Fig. 1: run 1, cell placement
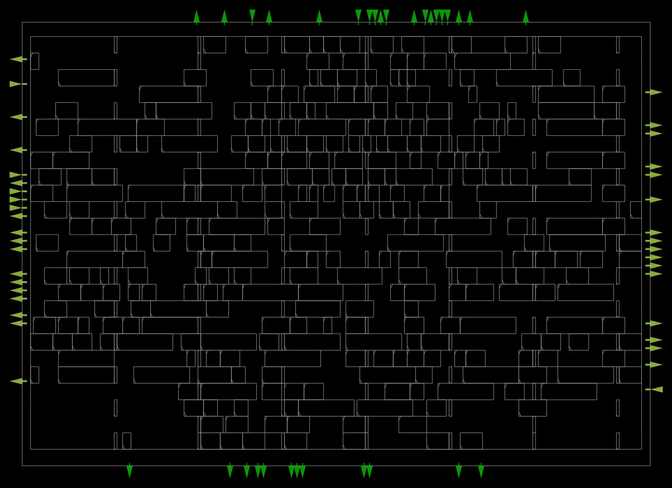
Fig. 2: run 1, sequential cells grouped by signal name
The bar under the picture is 20 um long.
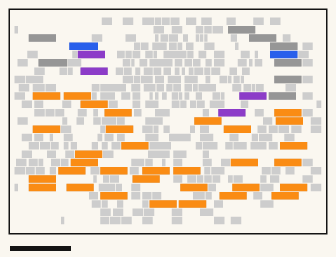
Fig. 3: run 1, placed cells, one colour a class
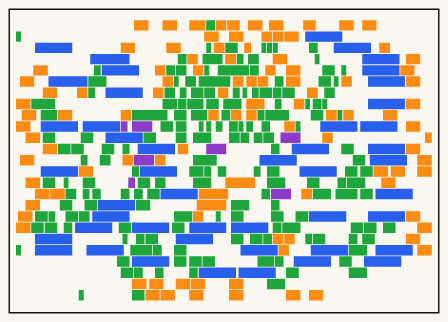
Fig. 4: run 1, signal wires on met3
The bar under the picture is 20 um long.
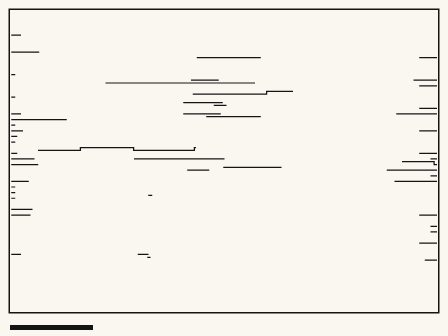
--- config.mk ---
export PLATFORM = sky130hd
export DESIGN_NAME = multicycle_ctrl
export DESIGN_NICKNAME = d
export VERILOG_FILES = /design/src/rtl/multicycle_ctrl.sv
export SDC_FILE = /design/constraint.sdc
export NUM_CORES = 1
export LEC_CHECK = 0
export CAP_MARGIN = 20
export CORE_ASPECT_RATIO = 0.7
export CORE_UTILIZATION = 35
export CTS_CLUSTER_SIZE = 30
export DETAILED_ROUTE_END_ITERATION = 6
export SLEW_MARGIN = 20
export SYNTH_ARGS = -nofsm -noshare
export SYNTH_HDL_FRONTEND = slang
export SYNTH_SLANG_ARGS = --single-unit
--- constraint.sdc ---
create_clock -name clk -period 2.3 [get_ports clk]
set_input_delay 0.46 -clock clk [delete_from_list [all_inputs] [get_ports clk]]
set_output_delay 0.46 -clock clk [all_outputs]
set_load 0.02 [all_outputs]
--- src/rtl/multicycle_ctrl.sv ---
// Multicycle control FSM for the ADD/ADDI/LW/SW/BEQ/BNE subset over a shared memory.
// Optional macro ILLEGAL_TRAP_EN: illegal decodes park in TRAP with a sticky illegal flag.
module multicycle_ctrl #(
    parameter int ALU_CTRL_WIDTH = 3,
    parameter int CNT_WIDTH      = 32
) (
    input  logic                      clk,
    input  logic                      rst_n,
    input  logic [6:0]                op,
    input  logic [2:0]                funct3,
    input  logic                      funct7b5,
    input  logic                      EQ,
    input  logic                      mem_ready,
    output logic                      PCWrite,
    output logic                      AdrSrc,
    output logic                      MemWrite,
    output logic                      IRWrite,
    output logic                      RegWrite,
    output logic [1:0]                ResultSrc,
    output logic [1:0]                ALUSrcA,
    output logic [1:0]                ALUSrcB,
    output logic [1:0]                ImmSrc,
    output logic [ALU_CTRL_WIDTH-1:0] ALUctrl,
    output logic [CNT_WIDTH-1:0]      retired,
    output logic                      illegal,
    output logic [3:0]                o_dbg_state
);

    // Handshake: mem_ready=1 in a cycle means the memory completes the pending
    // access in that cycle; the FSM holds its memory state (and strobes) until then.

    typedef enum logic [3:0] {
        S_FETCH    = 4'd0,
        S_DECODE   = 4'd1,
        S_MEMADR   = 4'd2,
        S_MEMREAD  = 4'd3,
        S_MEMWB    = 4'd4,
        S_MEMWRITE = 4'd5,
        S_EXECR    = 4'd6,
        S_EXECI    = 4'd7,
        S_ALUWB    = 4'd8,
        S_BRANCH   = 4'd9,
        S_TRAP     = 4'd10
    } state_t;

    typedef struct packed {
        logic       adr_src;
        logic       mem_write;
        logic       reg_write;
        logic [1:0] result_src;
        logic [1:0] src_a;
        logic [1:0] src_b;
        logic       cmp;
    } ctl_t;

    localparam logic [6:0] OP_LW  = 7'b0000011;
    localparam logic [6:0] OP_SW  = 7'b0100011;
    localparam logic [6:0] OP_R   = 7'b0110011;
    localparam logic [6:0] OP_I   = 7'b0010011;
    localparam logic [6:0] OP_BR  = 7'b1100011;

    // Moore controls of a state; outputs are registered from the next state.
    function automatic ctl_t ctl_for(input state_t s);
        ctl_t c;
        c = '0;
        case (s)
            S_FETCH:    begin c.src_b = 2'b10; c.result_src = 2'b10; end
            S_DECODE:   begin c.src_a = 2'b01; c.src_b = 2'b01; end
            S_MEMADR:   begin c.src_a = 2'b10; c.src_b = 2'b01; end
            S_MEMREAD:  c.adr_src = 1'b1;
            S_MEMWB:    begin c.result_src = 2'b01; c.reg_write = 1'b1; end
            S_MEMWRITE: begin c.adr_src = 1'b1; c.mem_write = 1'b1; end
            S_EXECR:    c.src_a = 2'b10;
            S_EXECI:    begin c.src_a = 2'b10; c.src_b = 2'b01; end
            S_ALUWB:    c.reg_write = 1'b1;
            S_BRANCH:   begin c.src_a = 2'b10; c.cmp = 1'b1; end
            default:    c = '0;
        endcase
        return c;
    endfunction

    state_t               r_state;
    ctl_t                 r_ctl;
    logic [CNT_WIDTH-1:0] r_retired;

    state_t w_next;
    logic   w_retire;
    logic   w_is_mem;
    logic   w_is_r;
    logic   w_is_i;
    logic   w_is_br;
    logic   w_br_take;
`ifdef ILLEGAL_TRAP_EN
    logic   w_trap;
    logic   r_illegal;
`endif

    assign w_is_mem  = (op == OP_LW) || (op == OP_SW);
    assign w_is_r    = (op == OP_R) && (funct3 == 3'b000) && !funct7b5;
    assign w_is_i    = (op == OP_I) && (funct3 == 3'b000);
    assign w_is_br   = (op == OP_BR) && ((funct3 == 3'b000) || (funct3 == 3'b001));
    assign w_br_take = (funct3 == 3'b001) ? ~EQ : EQ;

    always_comb begin
        w_next   = r_state;
        w_retire = 1'b0;
`ifdef ILLEGAL_TRAP_EN
        w_trap   = 1'b0;
`endif
        case (r_state)
            S_FETCH:   if (mem_ready) w_next = S_DECODE;
            S_DECODE: begin
                if (w_is_mem)     w_next = S_MEMADR;
                else if (w_is_r)  w_next = S_EXECR;
                else if (w_is_i)  w_next = S_EXECI;
                else if (w_is_br) w_next = S_BRANCH;
                else begin
`ifdef ILLEGAL_TRAP_EN
                    w_next = S_TRAP;
                    w_trap = 1'b1;
`else
                    w_next   = S_FETCH;
                    w_retire = 1'b1;
`endif
                end
            end
            S_MEMADR:  w_next = (op == OP_LW) ? S_MEMREAD : S_MEMWRITE;
            S_MEMREAD: if (mem_ready) w_next = S_MEMWB;
            S_MEMWB:   begin w_next = S_FETCH; w_retire = 1'b1; end
            S_MEMWRITE: begin
                if (mem_ready) begin
                    w_next   = S_FETCH;
                    w_retire = 1'b1;
                end
            end
            S_EXECR:   w_next = S_ALUWB;
            S_EXECI:   w_next = S_ALUWB;
            S_ALUWB:   begin w_next = S_FETCH; w_retire = 1'b1; end
            S_BRANCH:  begin w_next = S_FETCH; w_retire = 1'b1; end
            S_TRAP:    w_next = S_TRAP;
            default:   w_next = S_FETCH;
        endcase
    end

    always_ff @(posedge clk or negedge rst_n) begin
        if (!rst_n) begin
            r_state   <= S_FETCH;
            r_ctl     <= ctl_for(S_FETCH);
            r_retired <= '0;
`ifdef ILLEGAL_TRAP_EN
            r_illegal <= 1'b0;
`endif
        end else begin
            r_state <= w_next;
            r_ctl   <= ctl_for(w_next);
            if (w_retire) r_retired <= r_retired + CNT_WIDTH'(1);
`ifdef ILLEGAL_TRAP_EN
            if (w_trap) r_illegal <= 1'b1;
`endif
        end
    end

    // The two Mealy strobes are gated by rst_n so nothing loads while held in reset.
    assign PCWrite = rst_n && (((r_state == S_FETCH) && mem_ready) ||
                               ((r_state == S_BRANCH) && w_br_take));
    assign IRWrite = rst_n && (r_state == S_FETCH) && mem_ready;

    assign AdrSrc      = r_ctl.adr_src;
    assign MemWrite    = r_ctl.mem_write;
    assign RegWrite    = r_ctl.reg_write;
    assign ResultSrc   = r_ctl.result_src;
    assign ALUSrcA     = r_ctl.src_a;
    assign ALUSrcB     = r_ctl.src_b;
    assign ALUctrl     = ALU_CTRL_WIDTH'(r_ctl.cmp);
    assign retired     = r_retired;
    assign o_dbg_state = r_state;

    always_comb begin
        ImmSrc = 2'b00;
        if (op == OP_SW)      ImmSrc = 2'b01;
        else if (op == OP_BR) ImmSrc = 2'b10;
    end

`ifdef ILLEGAL_TRAP_EN
    assign illegal = r_illegal;
`else
    assign illegal = 1'b0;
`endif

endmodule

==> qor.csv, run 1 <==
metric;value;unit
outcome;finished clean;
critical path peak fanout;3;
cell count of the worst reg-to-reg path;7;
Root Driver;clkbuf_8;
setup repair bufs after CTS;0;
Post-CTS Hold Fix Bufs;0;
Final min period;2.25;ns
Worst Setup End Kind;register;
I/O pin cnt;68;
First-pass DRT Iterations;4;
quantity of I/O buffers inserted on ports;64;
GP Congestion;0.947;
combinational cell power;594;uW
clock distribution power;458;uW
Synth flops;46;
Worst-path clk slew;0.09;ns
Routed WL;6440;um
DPL Wire Length;4810;um
Synth Area in Simple Gates;0.203;
Synth Seq Share;0.457;
share of cells above drive strength 1;0.251;
xor/xnor share;0.111;
final hold vios;0;
Antenna Nets Post-Route;0;
diode count;0;
top-area cell type share of the netlist area;0.436;
area fraction in mux cells;0.00892;
Slew HR;0.513;
Skew-Pair Late Insertion Delay;0.29;ns
Routed WL per cell;15.3;um
Fin Hold WS;0.312;ns
Max-cap violations;0;
final setup margin;0.0530;ns
Cell Pwr Density;545;nW/um^2
vias in the first global route;2047;
cell area after synthesis;2530;um^2
DP Area;3530;um^2
Tcrit/Tclk final;0.977;
Post-CTS Resized;9;
Yosys Warn Count;0;
Cells after Synth;228;
Lkg Pwr;1.51;nW
total CTS buffers;5;
cell with the most instances after synthesis;dfrtp_1;
CTS tree;built;
clk sink count;46;
Notes on Fig. 1 above:
flop share of the area: 0.314
Filler cells: 601
# rows: 25
core box area: 6850 um^2

Notes on Fig. 2 above:
colour	netlist name	sequential cells
orange	`retired`	32
blue	`ALUSrcB`	2
purple	`o_dbg_state`	4
not coloured	8
Layout Utilization: 0.536
Seq group: 951 uW

Notes on Fig. 3 above:
colour	class	cells	share of their area
green	combinational and other logic	171	38%
orange	other buffers and delay cells	103	27%
blue	flops	46	32%
purple	clock drivers and dummy loads	7	2.2%
Final Cell Area: 3670 um^2

Notes on Fig. 4 above:
nets with wire on the layer	48
longest straight run	35.9 um
main direction	horizontal
wire length on this layer	341 um
share of all routed wire	5.3%

[run 1: layer usage]
metal / global-route usage / vias up / wire (um)
met5: 0 / - / 0
met2: 0.245 / 65 / 2630
met3: 0.0348 / 4 / 340
met4: 0.0403 / 0 / 38
met1: 0.276 / 1067 / 3430
li1: - / 1049 / -
[run 1: metrics by stage]
| step | utilization | power (mW) |
|---|---|---|
| final | 0.536 | 2.00 |
| after global routing | 0.536 | 2.11 |
| after CTS | 0.528 | 2.02 |
| after detailed placement | 0.516 | 1.56 |
| after global placement | 0.516 | 1.54 |
| after floorplan | - | 1.26 |
[run 1: area by class of cell]
cell class | count | area (um^2) | share of cell area
repair buffers | 103 | 962 | 0.262
clock inverters | 2 | 10.0 | 0.00273
multi-input cells | 168 | 1350 | 0.367
clock buffers | 5 | 68.8 | 0.0187
well taps | 94 | 118 | 0.0320
flip-flops and latches | 46 | 1150 | 0.314
inverters | 3 | 11.3 | 0.00307
[run 1: cell usage in the layout (no fill, tap or decap), drive strengths merged, types with 7 or more instances in the layout]
master | netlist | routed
and3 | 8 | 8
buf | 10 | 41
clkdlybuf4s50 | 0 | 58
dfrtp | 44 | 44
nor2 | 13 | 13
nor3 | 7 | 7
o2111ai | 11 | 11
o211ai | 13 | 13
o21ai | 10 | 10
xnor2 | 31 | 31
[run 1: state kept, by name (all words and copies together) (netlist names)]
signal	cells
ALUSrcA	2
MemWrite	1
AdrSrc	1
ResultSrc	2
RegWrite	1
ALUctrl	1
ALUSrcB	2
retired	32
o_dbg_state	4
[run 1: worst max-delay path, cell delays in order]
cell and delay [ns]:
clkdlybuf4s50_1 0.47, or4b_4 0.60, o211ai_4 0.25, a21oi_4 0.10
nor2_1 0.19, mux2_1 0.34
==> inputs of run 2 (changes only) <==
--- a/config.mk
+++ b/config.mk
@@ -10,6 +10,7 @@
 export CORE_UTILIZATION = 35
 export CTS_CLUSTER_SIZE = 30
 export DETAILED_ROUTE_END_ITERATION = 6
+export PLACE_DENSITY = 0.63
 export SLEW_MARGIN = 20
 export SYNTH_ARGS = -nofsm -noshare
 export SYNTH_HDL_FRONTEND = slang
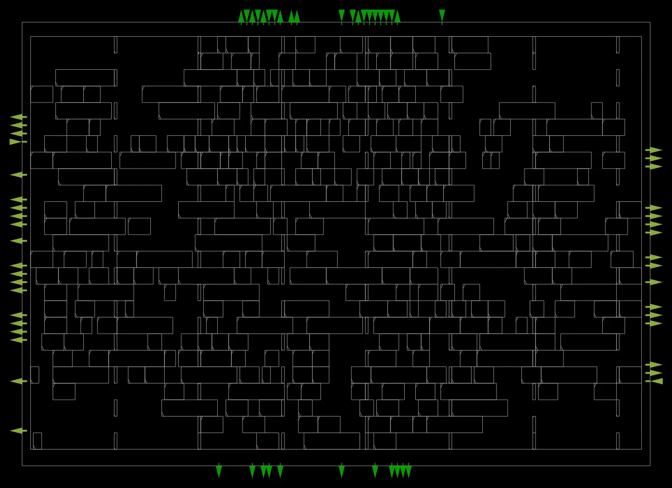
Fig. 5. Cell placement (run 2).
Final Non-Filler Cells: 424
flop share of the area: 0.314
flop count: 46
Layout Utilization: 0.536
Filler cells: 627

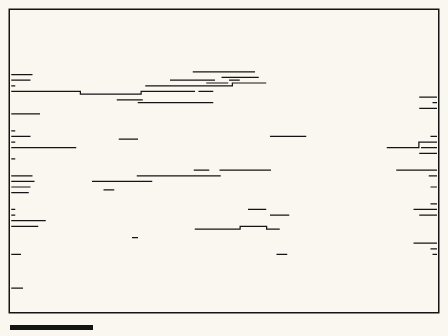
Fig. 6. Signal wires on met3 (run 2).
The bar under the picture is 20 um long.
nets with wire on the layer	51
main direction	horizontal

==> run 2 against run 1 <==
  * Flip-flop count stayed put
  * Non-clock buffer count increased by 2
  * Global-route usage increased by 1.0 points
  * Combinational power barely moved
  * Sequential share of layout area hardly changed
  * Clock power up 34%
  * Critical path depth shrank 2
  * Sequential power rose by 0.6%
  * Critical endpoint is now ImmSrc[0]
  * Largest cell class unchanged
  * Largest power group unchanged
  * Highest routed layer unchanged
==> qor.csv, run 2 <==
metric;value;unit
Seq group;957;uW
outcome;finished clean;
critical-path cell list;clkdlybuf4s50_1 > nor4bb_2 > and3_1 > clkdlybuf4s15_1;
Fin Hold WS;0.487;ns
Max-cap violations;0;
diode count;0;
metal3 WL;380;um
Cells after Synth;228;
final hold vios;0;
GP Congestion;0.894;
most numerous logic cell after layout;clkdlybuf4s50_1;
Final min period;2.25;ns
Slew HR;0.622;
top sig layer;met4;
Worst-path clk slew;0.08;ns
met3 Use GR;0.0429;
I/O pin cnt;68;
Tcrit/Tclk final;0.976;
Synth Seq Share;0.457;
Power, Total;2.16;mW
First-pass DRT Iterations;4;
Root Driver;clkbuf_8;
vias in the first global route;2132;
combinational cell power;591;uW
setup repair bufs after CTS;0;
Lkg Pwr;1.51;nW
DPL Wire Length;4840;um
==> run 2: path summary, 6_finish.rpt <==
kind | slack [ns] | end | from
worst max-delay path | 0.05 | ImmSrc[0] | op[0]
max in group asynchronous | 1.02 | ResultSrc[1]$_DFF_PN1_ | rst_n
worst min register to register | 0.49 | retired[31]$_DFFE_PN0P_ | retired[31]$_DFFE_PN0P_
worst min-delay path | 0.49 | retired[31]$_DFFE_PN0P_ | retired[31]$_DFFE_PN0P_
worst max register to register | 0.23 | retired[7]$_DFFE_PN0P_ | o_dbg_state[1]$_DFF_PN0_
min in group asynchronous | 0.51 | ResultSrc[0]$_DFF_PN0_ | rst_n
==> run 2: worst max-delay path, delay by kind of cell <==
| family | cells | cell delay (ns) |
|---|---|---|
| buffers and inverters | 2 | 0.78 |
| and+or+nand+nor | 2 | 0.54 |
==> run 2: what timing repair did <==
| action | CTS | global route |
|---|---|---|
| hold endpoints to repair | 2 | 0 |
| gates cloned | 0 | 0 |
| pin swaps | 0 | 0 |
| setup endpoints to repair | 4 | 10 |
| hold buffers | 1 | 0 |
| gates resized | 7 | 6 |
==> run 2: kinds of logic (layout without fill, tap and decap cells) <==
family,count (synthesis),after routing,share of synthesized area
XOR/XNOR,32,32,0.111
other,1,3,0.00148
AND-OR/OR-AND,52,52,0.180
adder cells (fa/ha/maj),1,1,0.00495
flip-flops,46,46,0.457
buffers and inverters,16,116,0.0342
multiplexers,2,2,0.00891
AND/OR/NAND/NOR,78,78,0.203
==> run 2: final cells by class <==
class                           instances  area share
Multi-Input combinational cell        168       0.359
Sequential cell                        46       0.314
Timing Repair Buffer                  105       0.261
Tap cell                               94      0.0320
Clock buffer                            6      0.0198
Clock inverter                          2      0.0102
Inverter                                3     0.00307
Power and IR drop assume default switching activity.
